==> config.mk <==
export PLATFORM = sky130hd
export DESIGN_NAME = instr_dec_q
export DESIGN_NICKNAME = d
export VERILOG_FILES = /design/src/rtl/msp430_ops.sv /design/src/rtl/instr_fifo.sv /design/src/rtl/instr_dec_q.sv
export SDC_FILE = /design/constraint.sdc
export NUM_CORES = 1
export LEC_CHECK = 0
export ABC_AREA = 1
export ABC_CLOCK_PERIOD_IN_PS = 6000
export CAP_MARGIN = 20
export CORE_UTILIZATION = 51
export CTS_BUF_LIST = sky130_fd_sc_hd__clkbuf_16
export CTS_CLUSTER_DIAMETER = 50
export DETAILED_ROUTE_END_ITERATION = 12
export MAX_ROUTING_LAYER = met4
export PLACE_DENSITY = 0.85
export SLEW_MARGIN = 40
export SYNTH_ARGS = -nofsm -noshare
export SYNTH_HDL_FRONTEND = slang
export SYNTH_HIERARCHICAL = 1
export SYNTH_SLANG_ARGS = --single-unit
==> constraint.sdc <==
create_clock -name clk -period 6 [get_ports clk]
set_input_delay 1.2 -clock clk [delete_from_list [all_inputs] [get_ports clk]]
set_output_delay 1.2 -clock clk [all_outputs]
set_load 0.1 [all_outputs]
==> src/rtl/msp430_ops.sv <==
// Shared MSP430 decode constants: formats, FS codes, opcodes, FSM states,
// constant-generator values and the decoded bundle layout.
package msp430_ops;

  localparam logic [1:0] FMT_ILL = 2'd0;
  localparam logic [1:0] FMT_I   = 2'd1;
  localparam logic [1:0] FMT_II  = 2'd2;
  localparam logic [1:0] FMT_JMP = 2'd3;

  localparam logic [1:0] S_OP  = 2'd0;
  localparam logic [1:0] S_SRC = 2'd1;
  localparam logic [1:0] S_DST = 2'd2;

  localparam logic [3:0] OP_MOV = 4'h4;
  localparam logic [3:0] OP_CMP = 4'h9;
  localparam logic [3:0] OP_BIT = 4'hB;
  localparam logic [3:0] OP_BIC = 4'hC;
  localparam logic [3:0] OP_BIS = 4'hD;

  localparam logic [2:0] OP2_SWPB = 3'd1;
  localparam logic [2:0] OP2_PUSH = 3'd4;
  localparam logic [2:0] OP2_CALL = 3'd5;
  localparam logic [2:0] OP2_BAD  = 3'd7;

  localparam logic [15:0] CG_R2_AS10 = 16'h0004;
  localparam logic [15:0] CG_R2_AS11 = 16'h0008;
  localparam logic [15:0] CG_R3_AS00 = 16'h0000;
  localparam logic [15:0] CG_R3_AS01 = 16'h0001;
  localparam logic [15:0] CG_R3_AS10 = 16'h0002;
  localparam logic [15:0] CG_R3_AS11 = 16'hFFFF;

  // FS layout: format I = {01, opcode}, format II = {100, sub-op}, jump = {000, cond}
  function automatic logic [5:0] fs_fmt1(input logic [3:0] op);
    return {2'b01, op};
  endfunction

  function automatic logic [5:0] fs_fmt2(input logic [2:0] sub);
    return {3'b100, sub};
  endfunction

  function automatic logic [5:0] fs_jmp(input logic [2:0] cond);
    return {3'b000, cond};
  endfunction

  typedef struct packed {
    logic [1:0]  format;
    logic [5:0]  fs;
    logic        rw;
    logic        sr_we;
    logic        bw;
    logic [3:0]  sa;
    logic [3:0]  da;
    logic [1:0]  src_as;
    logic        ad;
    logic [9:0]  jmp_off;
    logic        src_has_ext;
    logic        dst_has_ext;
    logic [15:0] src_ext;
    logic [15:0] dst_ext;
    logic        cg_en;
    logic [15:0] cg_val;
    logic        illegal;
  } bundle_t;

endpackage

==> src/rtl/instr_fifo.sv <==
// Width/depth-parametric FIFO with occupancy count; head reads zero when empty.
module instr_fifo #(
  parameter int W     = 8,
  parameter int DEPTH = 2
) (
  input  logic                         clk,
  input  logic                         rst_n,
  input  logic                         clr,
  input  logic                         push,
  input  logic [W-1:0]                 din,
  input  logic                         pop,
  output logic [W-1:0]                 dout,
  output logic [$clog2(DEPTH+1)-1:0]   count
);
  localparam int CW = $clog2(DEPTH + 1);
  localparam int PW = (DEPTH > 1) ? $clog2(DEPTH) : 1;
  localparam logic [PW-1:0] LAST = PW'(DEPTH - 1);
  localparam logic [CW-1:0] FULL = CW'(DEPTH);

  logic [W-1:0]  mem [DEPTH];
  logic [PW-1:0] wr_ptr, rd_ptr;
  logic          do_push, do_pop;

  // A pop in the same cycle frees a slot, so a push onto a full FIFO is legal then.
  assign do_pop  = pop && (count != '0);
  assign do_push = push && ((count != FULL) || do_pop);

  function automatic logic [PW-1:0] bump(input logic [PW-1:0] p);
    return (p == LAST) ? '0 : p + 1'b1;
  endfunction

  always_ff @(posedge clk or negedge rst_n) begin
    if (!rst_n) begin
      wr_ptr <= '0;
      rd_ptr <= '0;
      count  <= '0;
    end else if (clr) begin
      wr_ptr <= '0;
      rd_ptr <= '0;
      count  <= '0;
    end else begin
      if (do_push) wr_ptr <= bump(wr_ptr);
      if (do_pop)  rd_ptr <= bump(rd_ptr);
      if (do_push && !do_pop)      count <= count + 1'b1;
      else if (!do_push && do_pop) count <= count - 1'b1;
    end
  end

  always_ff @(posedge clk) begin
    if (do_push && !clr) mem[wr_ptr] <= din;
  end

  assign dout = (count != '0) ? mem[rd_ptr] : '0;

endmodule

==> src/rtl/instr_dec_q.sv <==
// MSP430 instruction decoder: gathers opcode plus 0..2 extension words and
// queues one decoded bundle per instruction for the execute stage.
module instr_dec_q
  import msp430_ops::*;
#(
  parameter int WORD_W = 16,
  parameter int QDEPTH = 2,
  parameter int CG_EN  = 1
) (
  input  logic              clk,
  input  logic              rst_n,
  input  logic              flush,
  input  logic [WORD_W-1:0] in_word,
  input  logic              in_valid,
  output logic              in_ready,
  output logic              out_valid,
  input  logic              out_ready,
  output logic [1:0]        out_format,
  output logic [5:0]        out_fs,
  output logic              out_rw,
  output logic              out_sr_we,
  output logic              out_bw,
  output logic [3:0]        out_sa,
  output logic [3:0]        out_da,
  output logic [1:0]        out_as,
  output logic              out_ad,
  output logic [9:0]        out_jmp_off,
  output logic              out_src_has_ext,
  output logic              out_dst_has_ext,
  output logic [WORD_W-1:0] out_src_ext,
  output logic [WORD_W-1:0] out_dst_ext,
  output logic              out_cg_en,
  output logic [WORD_W-1:0] out_cg_val,
  output logic              out_illegal
);
  localparam int CW = $clog2(QDEPTH + 1);
  localparam logic [CW-1:0] FULL_CNT = CW'(QDEPTH);

  generate
    if (WORD_W != 16) begin : g_bad_word_w
      $error("instr_dec_q: WORD_W must be 16");
    end
    if (QDEPTH < 1 || QDEPTH > 8) begin : g_bad_qdepth
      $error("instr_dec_q: QDEPTH must be 1..8");
    end
  endgenerate

  logic [1:0]    state;
  bundle_t       dec, part, push_data, head;
  logic          need_src, need_dst, part_need_dst;
  logic [CW-1:0] count;
  logic          accept, push, pop, last_word;
  logic          is_jmp, is_f1, is_f2, cg_hit;
  logic [3:0]    src_reg;
  logic [1:0]    src_as;
  logic [15:0]   cg_val;

  assign in_ready  = !flush && !((count == FULL_CNT) && !out_ready);
  assign out_valid = (count != '0);
  assign accept    = in_valid && in_ready;
  assign pop       = out_valid && out_ready && !flush;

  // Opcode-word decode, only meaningful while the FSM is in S_OP
  always_comb begin
    is_jmp  = (in_word[15:13] == 3'b001);
    is_f2   = (in_word[15:10] == 6'b000100) && (in_word[9:7] != OP2_BAD);
    is_f1   = (in_word[15:12] >= 4'h4);
    src_reg = is_f1 ? in_word[11:8] : in_word[3:0];
    src_as  = in_word[5:4];
    cg_hit  = (CG_EN != 0) && (((src_reg == 4'd2) && src_as[1]) || (src_reg == 4'd3));
    if (src_reg == 4'd2) cg_val = src_as[0] ? CG_R2_AS11 : CG_R2_AS10;
    else begin
      case (src_as)
        2'b00:   cg_val = CG_R3_AS00;
        2'b01:   cg_val = CG_R3_AS01;
        2'b10:   cg_val = CG_R3_AS10;
        default: cg_val = CG_R3_AS11;
      endcase
    end
    dec      = '0;
    need_src = 1'b0;
    need_dst = 1'b0;
    if (is_jmp) begin
      dec.format  = FMT_JMP;
      dec.fs      = fs_jmp(in_word[12:10]);
      dec.jmp_off = in_word[9:0];
    end else if (is_f1 || is_f2) begin
      dec.format = is_f1 ? FMT_I : FMT_II;
      dec.bw     = in_word[6];
      dec.sa     = src_reg;
      dec.da     = in_word[3:0];
      dec.src_as = src_as;
      dec.cg_en  = cg_hit;
      dec.cg_val = cg_hit ? cg_val : '0;
      need_src   = !cg_hit && ((src_as == 2'b01) || ((src_as == 2'b11) && (src_reg == 4'd0)));
      need_dst   = is_f1 && in_word[7];
      dec.ad          = need_dst;
      dec.src_has_ext = need_src;
      dec.dst_has_ext = need_dst;
      if (is_f1) begin
        dec.fs = fs_fmt1(in_word[15:12]);
        case (in_word[15:12])
          OP_MOV, OP_BIC, OP_BIS: begin dec.rw = 1'b1; dec.sr_we = 1'b0; end
          OP_CMP, OP_BIT:         begin dec.rw = 1'b0; dec.sr_we = 1'b1; end
          default:                begin dec.rw = 1'b1; dec.sr_we = 1'b1; end
        endcase
      end else begin
        dec.fs = fs_fmt2(in_word[9:7]);
        case (in_word[9:7])
          OP2_SWPB, OP2_PUSH, OP2_CALL: begin dec.rw = 1'b1; dec.sr_we = 1'b0; end
          default:                      begin dec.rw = 1'b1; dec.sr_we = 1'b1; end
        endcase
      end
    end else begin
      dec.illegal = 1'b1;
    end
  end

  // Bundle completion: merge the arriving extension word into the held partial
  always_comb begin
    push_data = dec;
    last_word = 1'b0;
    case (state)
      S_OP:  last_word = !need_src && !need_dst;
      S_SRC: begin
        push_data         = part;
        push_data.src_ext = in_word;
        last_word         = !part_need_dst;
      end
      S_DST: begin
        push_data         = part;
        push_data.dst_ext = in_word;
        last_word         = 1'b1;
      end
      default: last_word = 1'b0;
    endcase
  end

  assign push = accept && last_word;

  always_ff @(posedge clk or negedge rst_n) begin
    if (!rst_n) state <= S_OP;
    else if (flush) state <= S_OP;
    else if (accept) begin
      case (state)
        S_OP:    state <= need_src ? S_SRC : (need_dst ? S_DST : S_OP);
        S_SRC:   state <= part_need_dst ? S_DST : S_OP;
        default: state <= S_OP;
      endcase
    end
  end

  always_ff @(posedge clk) begin
    if (accept) begin
      if (state == S_OP) begin
        part          <= dec;
        part_need_dst <= need_dst;
      end else if (state == S_SRC) begin
        part.src_ext <= in_word;
      end
    end
  end

  instr_fifo #(
    .W     ($bits(bundle_t)),
    .DEPTH (QDEPTH)
  ) u_fifo (
    .clk   (clk),
    .rst_n (rst_n),
    .clr   (flush),
    .push  (push),
    .din   (push_data),
    .pop   (pop),
    .dout  (head),
    .count (count)
  );

  assign out_format      = head.format;
  assign out_fs          = head.fs;
  assign out_rw          = head.rw;
  assign out_sr_we       = head.sr_we;
  assign out_bw          = head.bw;
  assign out_sa          = head.sa;
  assign out_da          = head.da;
  assign out_as          = head.src_as;
  assign out_ad          = head.ad;
  assign out_jmp_off     = head.jmp_off;
  assign out_src_has_ext = head.src_has_ext;
  assign out_dst_has_ext = head.dst_has_ext;
  assign out_src_ext     = head.src_ext;
  assign out_dst_ext     = head.dst_ext;
  assign out_cg_en       = head.cg_en;
  assign out_cg_val      = head.cg_val;
  assign out_illegal     = head.illegal;

endmodule
==> out/results.txt, run 1 <==
antenna cells: 0
gpl congestion: 0.950
PnR Total Power: 4.00 mW
clock period minus worst slack: 4.36 ns
Reg clk slew, reported paths: 0.06 ns
Adders+Majority by Area: 0.00511
HP Class: reg2reg
CP required: 6.19 ns
reg2reg path depth: 11
Synth Warn #: 6
final setup margin: 1.64 ns
FF+latch count, synth: 230
top cells by area: edfxtp_1, nand2_1, a21oi_1
Synth top cell by count: nand2_1
Post-route DRC: 0
H-tree levels: 1
reg2reg start: state[0]$_DFFE_PN0P_
CP Launch Type: input pin
wire per inst: 18.0 µm
grt met1 use: 0.293
top comb family, area: simple AND/OR/NAND/NOR gates
Tightest Pin Transition: 0.769 ns
outcome: finished, final reports clean
nets: 987
Final Hold Fails: 0
tool warnings: 29
CP Buf/Inv Count: 4
pre-CTS WS: 1.16 ns
EDFF count, synth: 224
CTS tree: built
Synth Area per Inst: 11.4 µm²
Hold Slack: 0.541 ns
# Post-CTS Setup Buffers: 0
fin util: 0.608
DRT iter0 DRCs: 721
worst vdd ir: 0.227 mV
first-pass GRT wire length: 33.5 mm
Max Slew Vio Count: 0
crit-path most repeated cell: nand2_1
synthesis area per yosys: 9800 µm²
yosys aoi share: 0.0961
met3 WL: 1.70 mm
Commonest flop: edfxtp_1
hpwl dp: 13.8 mm
Post-Syn Area: 9800 µm²
Peak Freq: 229 MHz
GRT busiest layer: met2
crit-path max FO: 39
GR Util met3: 0.0343
TritonRoute pass-1 iters: 5
row cnt: 50
worst path cell trace: clkdlybuf4s50_1 -> inv_2 -> nand2_8 -> a21oi_4 -> nor2_1 -> nand3_2 -> nand2_1 -> a21oi_1 -> o21ai_1 -> inv_1 -> nand2_1 -> nor2_4 -> buf_12
Layout Area Growth over Synthesis: 16.3%
post_cts resized: 0
routed vias: 6702
slew margin rel.: 0.487
Unique cell types: 35
vias in the first global route: 6260
Slowest-stage cell, CP: clkdlybuf4s50_1
CP Class: in2reg
CP peak stage delay: 0.58 ns
total global-route track usage: 0.227
Worst Hold End: u_fifo/mem[1][2]$_DFFE_PP_
Top delay family on crit path: buffers and inverters
Top cells excl fill/tap: nand2_1, edfxtp_1, a21oi_1, buf_2, nor2_1
share of cells above drive strength 1: 0.174
R2R setup slack: 2.40 ns
Synth mux share: 0
max cap viols: 0
sequential fraction of the synthesis area: 0.701
total wire length: 21.8 mm
total gr overflow: 0
Final Non-Filler Cells: 1214
initial antenna violation count: 0
most frequent cells after synthesis: nand2_1, edfxtp_1, a21oi_1
Fin Setup TNS: 0 ns
yosys cell count: 863
area fraction in xor and xnor cells: 0.000893
vias per cell: 5.52
GRT met2 Usage: 0.372
Hold Crit Depth: 2
Detail Route Antenna Nets: 0
final setup vio count: 0
DIE AREA: 19800 µm²
Worst Skew: 0.00802 ns
Cell Pwr Density: 351 nW/µm²
Core Area: 18800 µm²
==> run 1: registers in the layout (all words and copies together) (netlist names) <==
| register | flops |
|---|---|
| u_fifo/mem | 168 |
| part | 56 |
| state | 2 |
| u_fifo/count | 2 |
| u_fifo/rd_ptr | 1 |
| u_fifo/wr_ptr | 1 |
==> run 1: worst register-to-register path: stages (launching register included) <==
cell and delay, ns:
dfrtp_1 0.41, inv_1 0.13, ha_1 0.67, inv_1 0.23
nor2_1 0.15, nand2_1 0.06, a21oi_1 0.31, o21ai_1 0.22
inv_1 0.12, nand2_1 0.11, nor2_4 0.51, buf_12 0.32
==> run 1: worst max path at each step <==
| stage | from | to | slack [ns] | cells after the start |
|---|---|---|---|---|
| final | in_word[15] | u_fifo/mem[0][77]$_DFFE_PP_ | 1.64 | 13 |
| after CTS | in_word[15] | u_fifo/mem[0][76]$_DFFE_PP_ | 1.68 | 13 |
| after floorplan | out_ready | u_fifo/mem[0][0]$_DFFE_PP_ | 0.28 | 9 |
| after global placement | in_word[14] | u_fifo/mem[0][53]$_DFFE_PP_ | 1.36 | 13 |
| after detailed placement | in_word[14] | u_fifo/mem[0][50]$_DFFE_PP_ | 1.16 | 13 |
| after global routing | in_word[15] | u_fifo/mem[0][77]$_DFFE_PP_ | 1.37 | 13 |
==> run 1: cell type report <==
type,count,share of cell area
flip-flops and latches,230,0.603
multi-input cells,529,0.221
repair buffers,121,0.0677
clock buffers,25,0.0549
well taps,234,0.0257
inverters,56,0.0185
clock inverters,19,0.00900
==> run 1: where the power goes <==
part	leakage (nW)	switching, mW	internal (mW)	total, mW
logic	1.96	0.672	0.124	0.796
registers	2.19	0.0168	1.83	1.85
clock network	0.369	0.597	0.760	1.36
Figure 1. Sequential cells grouped by signal name (run 1).
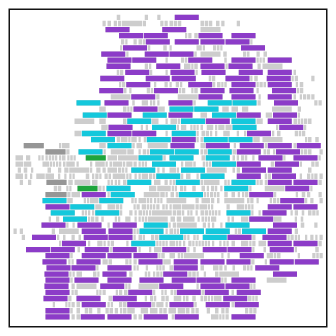
legend:
  cyan:
    name_in_the_netlist: `part`
    placed_flops: 56
  green:
    name_in_the_netlist: `state`
    placed_flops: 2
  purple:
    name_in_the_netlist: `u_fifo/mem`
    placed_flops: 168
    where: spread over the die
not colored: 4
flop share of the area: 0.603
sequential power: 1.85 mW
register area: 6880 µm²

Figure 2. Clock routing (run 1).
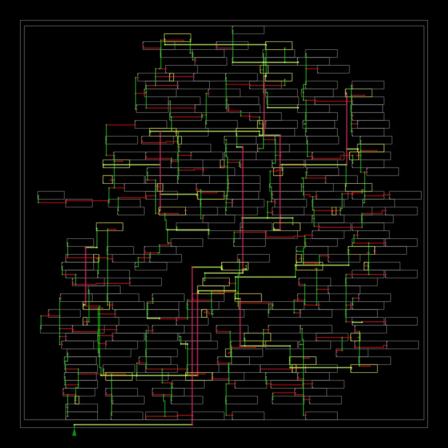
clock sinks: 230
clock buffers: 25
seq_cells: 230
clk_lat worst skew: 0.51 ns
clock group power: 1.36 mW

Figure 3. I/O pins on the die edge (run 1).
Pins as bars across the die edge, other pins in gray.
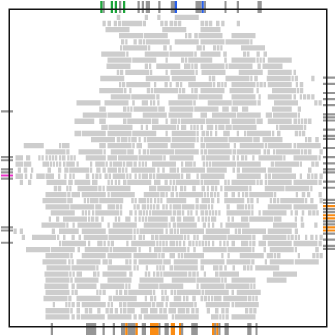
legend:
  magenta:
    port: `out_ready`
    pins: 1
    direction: input
    edge: west
  green:
    port: `out_da`
    pins: 4
    direction: output
    edge: north
  orange:
    port: `in_word`
    pins: 16
    direction: input
    edge: 11 south, 5 east
  blue:
    port: `out_format`
    pins: 2
    direction: output
    edge: north
all pins by edge: 41 south, 33 east, 23 north, 10 west
Die Span X: 141 µm
chip height: 141 µm
PortBufs: 106

Figure 4. Signal wires by layer (run 1).
Bar = 50 µm.
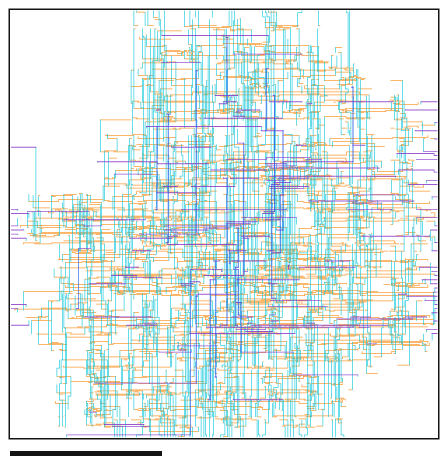

==> inputs of run 2 (changes only) <==
ABC_CLOCK_PERIOD_IN_PS = 3800   (was 6000)
clock period = 3.8 ns   (was 6 ns; I/O delays follow)
Figure 5. Signal wires by layer (run 2).
Bar = 50 µm.
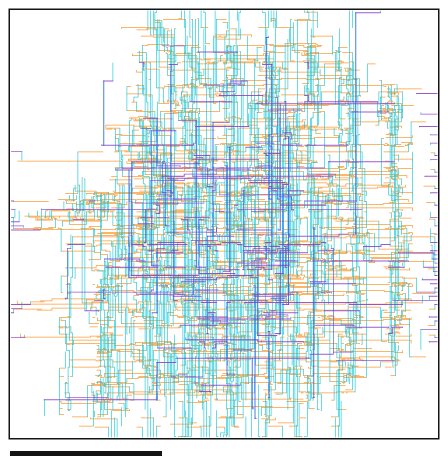
legend:
  blue:
    layer: M4
    wire_length: 1180 µm
  cyan:
    layer: M2
    wire_length: 11800 µm
  purple:
    layer: M3
    wire_length: 2120 µm
  orange:
    layer: M1
    wire_length: 8590 µm
total global-route track usage: 0.252
wire per inst: 19.5 µm
routed vias: 7113

==> run 2 against run 1 <==
Against the previous run: power grew 65%; routed wire length grew 8.6%; critical path depth grew 2; largest power group unchanged.
==> out/results.txt, run 2 <==
EDFF count, synth: 224 (unchanged)
Hold Slack: 0.505 ns (was 0.541 ns)
sequential fraction of the synthesis area: 0.701 (unchanged)
Reg clk slew, reported paths: 0.06 ns (about the same)
Post-Syn Area: 9800 µm² (unchanged)
switching part of the total power: 0.313 (was 0.321)
tool warnings: 30 (was 29)
combinational share of power: 0.244 (was 0.199)
unrepaired setup endpoints after global routing: false (unchanged)
row cnt: 50 (unchanged)
slew margin rel.: 0.486 (was 0.487)
clk_lat worst skew: 0.51 ns (about the same)
Net Count, Synth: 888 (unchanged)
first-pass GRT wire length: 36.7 mm (was 33.5 mm)
GRT busiest layer: met2 (unchanged)
pre-CTS WS: 0.133 ns (was 1.16 ns)
yosys cell count: 863 (unchanged)
DRT iter0 DRCs: 803 (was 721)
CP required: 3.98 ns (was 6.19 ns)
sequential share of power: 0.443 (was 0.462)
vias per cell: 5.84 (was 5.52)
final setup margin: 0.557 ns (was 1.64 ns)
Biggest consumer: sequential cells (unchanged)
nets: 994 (was 987)
vias in the first global route: 6818 (was 6260)
Commonest flop: edfxtp_1 (unchanged)
Synth Area per Inst: 11.4 µm² (unchanged)
share of cells above drive strength 1: 0.180 (was 0.174)
Max Slew Vio Count: 0 (unchanged)
clock period minus worst slack: 3.24 ns
Psw: 2.06 mW (was 1.29 mW)
Cell Pwr Density: 516 nW/µm² (was 351 nW/µm²)
GRT met2 Usage: 0.413 (was 0.372)
sequential power: 2.92 mW (was 1.85 mW)
clock root buffer: clkbuf_16 (unchanged)
Layout Area Growth over Synthesis: 30.3% (was 16.3%)
combinational group power: 1.61 mW (was 0.796 mW)
total gr overflow: 0 (unchanged)
post_cts resized: 0 (unchanged)
chip height: 141 µm (unchanged)
Detail Route Antenna Nets: 0 (unchanged)
clock sinks: 230 (unchanged)
Worst Skew: 0.0161 ns (was 0.00802 ns)
# Post-CTS Setup Buffers: 0 (unchanged)
total wire length: 23.7 mm (was 21.8 mm)
TritonRoute pass-1 iters: 6 (was 5)
grt met1 use: 0.307 (was 0.293)
H-tree levels: 1 (unchanged)
Tightest Pin Transition: 0.771 ns (was 0.769 ns)
initial antenna violation count: 0 (unchanged)
Peak Freq: 308 MHz
Synth Warn #: 6 (unchanged)
Die Span X: 141 µm (unchanged)
crit-path max FO: 45 (was 39)
PortBufs: 106 (unchanged)
share of total power in the clock network: 0.313 (was 0.339)
synthesis area per yosys: 9800 µm² (unchanged)
GR Util met3: 0.0367 (was 0.0343)
Synth top cell by count: nand2_1 (unchanged)
Largest register FFs: 168 (unchanged)
wire length on met1: 8.59 mm (was 8.60 mm)
Fin Setup TNS: 0 ns (unchanged)
final setup vio count: 0 (unchanged)
Core Area: 18800 µm² (unchanged)
hpwl dp: 15.2 mm (was 13.8 mm)
FF+latch count, synth: 230 (unchanged)
Post-route DRC: 0 (unchanged)
gpl congestion: 0.952 (was 0.950)
Unique cell types: 35 (unchanged)
fin util: 0.680 (was 0.608)
most frequent cells after synthesis: nand2_1, edfxtp_1, a21oi_1 (unchanged)
max cap viols: 0 (unchanged)
Pint: 4.53 mW (was 2.71 mW)
clock group power: 2.06 mW (was 1.36 mW)
HP Class: in2async (was reg2reg)
Regs by FF count: u_fifo/mem: 168 flops, part: 56 flops (unchanged)
PnR Total Power: 6.59 mW (was 4.00 mW)
CP Class: in2reg (unchanged)
worst vdd ir: 0.324 mV (was 0.227 mV)
CP Launch Type: input pin (unchanged)
Floorplan Utilization: 0.522 (unchanged)
CTS Hold Buffers Added: 0 (unchanged)
met3 WL: 2.12 mm (was 1.70 mm)
Biggest register: u_fifo/mem (unchanged)
outcome: finished, final reports clean (unchanged)
CTS tree: built (unchanged)
antenna cells: 0 (unchanged)
Top cells excl fill/tap: nand2_1, edfxtp_1, a21oi_1, buf_12, inv_1 (was nand2_1, edfxtp_1, a21oi_1, buf_2, nor2_1)
==> run 2: kinds of logic (layout without fill, tap and decap cells) <==
| kind of cell | Yosys count | after routing | share of synthesized area |
|---|---|---|---|
| fa+ha+maj | 4 | 4 | 0.00511 |
| xor+xnor | 1 | 1 | 0.000894 |
| buf+inv | 104 | 225 | 0.0451 |
| compound gates | 164 | 164 | 0.0961 |
| simple gates | 360 | 360 | 0.151 |
| flops | 230 | 230 | 0.701 |
==> run 2: worst paths after layout <==
kind	depth (start not counted)	slack (ns)	to	start
worst min register to register	2	0.56	u_fifo/mem[1][2]$_DFFE_PP_	part[2]$_DFFE_PP_
max in group asynchronous	1	3.04	u_fifo/rd_ptr$_DFFE_PN0P_	rst_n
worst max-delay path	15	0.56	u_fifo/mem[0][45]$_DFFE_PP_	in_word[14]
worst max register to register	12	1.14	u_fifo/mem[0][45]$_DFFE_PP_	state[0]$_DFFE_PN0P_
min in group clk	2	0.56	u_fifo/mem[1][2]$_DFFE_PP_	part[2]$_DFFE_PP_
worst min-delay path	1	0.50	state[0]$_DFFE_PN0P_	rst_n
==> run 2: critical path, cell delays in order <==
cell and delay, ns:
clkdlybuf4s50_1 0.60, nor2_4 0.33, nand2_1 0.12, nand2_1 0.18, nor2_1 0.07, nand2_1 0.07
nand2_1 0.06, nand3_2 0.12, nand2_1 0.10, a21oi_4 0.20, o21ai_2 0.11, inv_1 0.11
nand2_2 0.09, nor2_4 0.19, buf_12 0.27
==> run 2: final cells by class <==
| class | count | area share |
|---|---|---|
| well taps | 234 | 0.0229 |
| repair buffers | 129 | 0.169 |
| flip-flops and latches | 230 | 0.539 |
| inverters | 56 | 0.0165 |
| multi-input cells | 529 | 0.200 |
| clock inverters | 17 | 0.00843 |
| clock buffers | 23 | 0.0451 |
Figure 6. Clock distribution (run 2).
Bar = 50 µm.
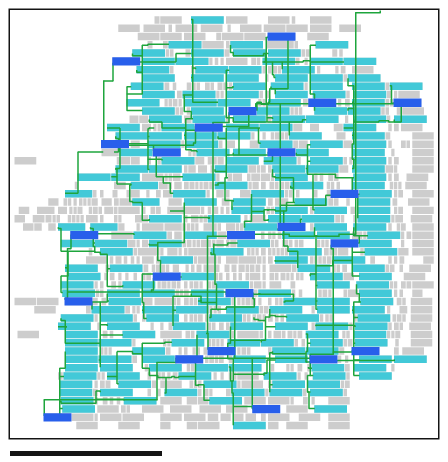

==> inputs of run 3 (changes only) <==
PLACE_DENSITY = 0.86   (was 0.85)
Figure 7. Clock distribution (run 3).
Bar = 50 µm.
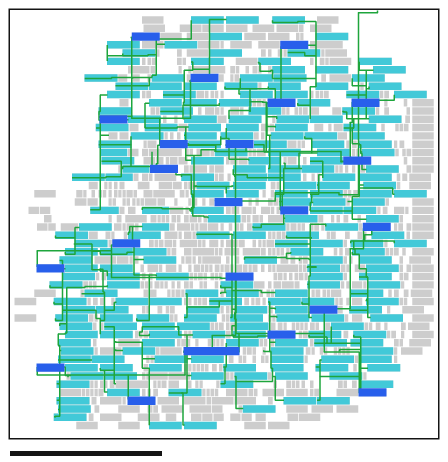
legend:
  green:
    item: clock wires
    length: 2570 µm
  cyan:
    item: flip-flops
    count: 230
  blue:
    item: clock-net drivers
    count: 23
flops lie: spread over the die
routed clock nets: 24
share of total power in the clock network: 0.336
Worst Skew: 0.0204 ns

==> run 3 against run 2 <==
Against the previous run: synthesized cell count stayed put; critical path type unchanged; sequential cell count stayed put; register-to-register slack worse by 0.02 ns; cell count hardly changed; critical endpoint is now u_fifo/mem[0][13]$_DFFE_PP_; largest power group unchanged.
==> out/results.txt, run 3 <==
R2R setup slack: 1.12 ns (was 1.14 ns)
Synth Area per Inst: 11.4 µm² (unchanged)
Psw: 2.09 mW (was 2.06 mW)
Synth top cell by count: nand2_1 (unchanged)
CP Launch Type: input pin (unchanged)
Crit. path cell count: 15 (unchanged)
synthesis area per yosys: 9800 µm² (unchanged)
initial antenna violation count: 0 (unchanged)
Largest register FFs: 168 (unchanged)
GR Util met3: 0.0346 (was 0.0367)
Fin Setup TNS: 0 ns (unchanged)
clock period minus worst slack: 3.36 ns (was 3.24 ns)
H-tree levels: 1 (unchanged)
Die Span X: 141 µm (unchanged)
unrepaired setup endpoints after global routing: false (unchanged)
slew margin rel.: 0.459 (was 0.486)
Core Area: 18800 µm² (unchanged)
DIE AREA: 19800 µm² (unchanged)
CTS Hold Buffers Added: 0 (unchanged)
vias in the first global route: 6854 (was 6818)
CP peak stage delay: 0.60 ns (about the same)
GRT met2 Usage: 0.420 (was 0.413)
combinational share of power: 0.235 (was 0.244)
Top cells excl fill/tap: nand2_1, edfxtp_1, a21oi_1, buf_12, inv_1 (unchanged)
share of cells above drive strength 1: 0.180 (about the same)
post_cts resized: 0 (unchanged)
total wire length: 24.0 mm (was 23.7 mm)
grt met1 use: 0.312 (was 0.307)
Net Count, Synth: 888 (unchanged)
Final Hold Fails: 0 (unchanged)
final setup vio count: 0 (unchanged)
CTS tree: built (unchanged)
Hold Slack: 0.490 ns (was 0.505 ns)
tool warnings: 30 (unchanged)
Setup crit end: u_fifo/mem[0][13]$_DFFE_PP_ (was u_fifo/mem[0][45]$_DFFE_PP_)
crit-path max FO: 65 (was 45)
total gr overflow: 0 (unchanged)
vias per cell: 5.78 (was 5.84)
sequential fraction of the synthesis area: 0.701 (unchanged)
max cap viols: 0 (unchanged)
# Post-CTS Setup Buffers: 0 (unchanged)
Reg clk slew, reported paths: 0.06 ns (about the same)
antenna cells: 0 (unchanged)
CP Class: in2reg (unchanged)
Post-route DRC: 0 (unchanged)
outcome: finished, final reports clean (unchanged)
met3 WL: 2.04 mm (was 2.12 mm)
Unique cell types: 35 (unchanged)
Pint: 4.73 mW (was 4.53 mW)
clock sinks: 230 (unchanged)
Reg-to-Reg End: u_fifo/mem[0][13]$_DFFE_PP_ (was u_fifo/mem[0][45]$_DFFE_PP_)
Peak Freq: 298 MHz (was 308 MHz)
DRT iter0 DRCs: 816 (was 803)
top cells by area: edfxtp_1, nand2_1, a21oi_1 (unchanged)
Slowest-stage cell, CP: clkdlybuf4s50_1 (unchanged)
gpl congestion: 0.965 (was 0.952)
reg2reg start: state[1]$_DFFE_PN0P_ (was state[0]$_DFFE_PN0P_)
switching part of the total power: 0.307 (was 0.313)
clk_lat worst skew: 0.51 ns (about the same)
TritonRoute pass-1 iters: 5 (was 6)
Tightest Pin Transition: 0.803 ns (was 0.771 ns)
Layout Area Growth over Synthesis: 30.7% (was 30.3%)
clock root buffer: clkbuf_16 (unchanged)
reg2reg path depth: 12 (unchanged)
GRT busiest layer: met2 (unchanged)
wire length on met1: 8.70 mm (was 8.59 mm)
Max Slew Vio Count: 0 (unchanged)
most frequent cells after synthesis: nand2_1, edfxtp_1, a21oi_1 (unchanged)
fin util: 0.683 (was 0.680)
CP required: 3.97 ns (was 3.98 ns)
worst path cell trace: clkdlybuf4s50_1 -> nor2_4 -> nand2_1 -> nand2_1 -> nor2_1 -> nand2_1 -> nand2_1 -> nand3_2 -> nand2_1 -> a21oi_4 -> o21ai_2 -> inv_1 -> nand2_2 -> nor2_4 -> buf_12 (unchanged)
crit-path most repeated cell: nand2_1 (unchanged)
total global-route track usage: 0.253 (was 0.252)
pre-CTS WS: 0.0583 ns (was 0.133 ns)
run 3: cell families (layout without fill, tap and decap cells):
group | Yosys count | after routing | synth area share
AND-OR/OR-AND | 164 | 164 | 0.0961
XOR/XNOR | 1 | 1 | 0.000894
adder cells (fa/ha/maj) | 4 | 4 | 0.00511
buffers and inverters | 104 | 226 | 0.0451
flip-flops | 230 | 230 | 0.701
AND/OR/NAND/NOR | 360 | 360 | 0.151
run 3: how the worst min path moves through the flow:
stage | start | endpoint | slack [ns] | depth (start not counted)
floorplan | rst_n | state[0]$_DFFE_PN0P_ | 0.46 | 0
global placement | part[2]$_DFFE_PP_ | u_fifo/mem[1][2]$_DFFE_PP_ | 0.52 | 2
detailed placement | u_fifo/wr_ptr$_DFFE_PN0P_ | u_fifo/wr_ptr$_DFFE_PN0P_ | 0.54 | 1
CTS | rst_n | state[0]$_DFFE_PN0P_ | 0.49 | 1
global route | rst_n | state[0]$_DFFE_PN0P_ | 0.51 | 1
finish | rst_n | state[0]$_DFFE_PN0P_ | 0.49 | 1
run 3: power by group through the flow:
| stage | logic [mW] | registers, mW | clock network [mW] |
|---|---|---|---|
| after global placement | 1.57 | 2.97 | 0 |
| final | 1.60 | 2.92 | 2.29 |
| after detailed placement | 1.59 | 2.97 | 0 |
| after global routing | 1.66 | 2.92 | 2.40 |
| after CTS | 1.60 | 2.92 | 2.30 |
| after floorplan | 1.01 | 2.96 | 0 |
run 3: area by class of cell:
class | count | share of cell area
repair buffers | 129 | 0.165
multi-input cells | 529 | 0.200
clock buffers | 23 | 0.0449
inverters | 56 | 0.0164
flip-flops and latches | 230 | 0.537
well taps | 234 | 0.0228
clock inverters | 18 | 0.0142
No activity file was given, so power comes from the tool's default toggle rates.
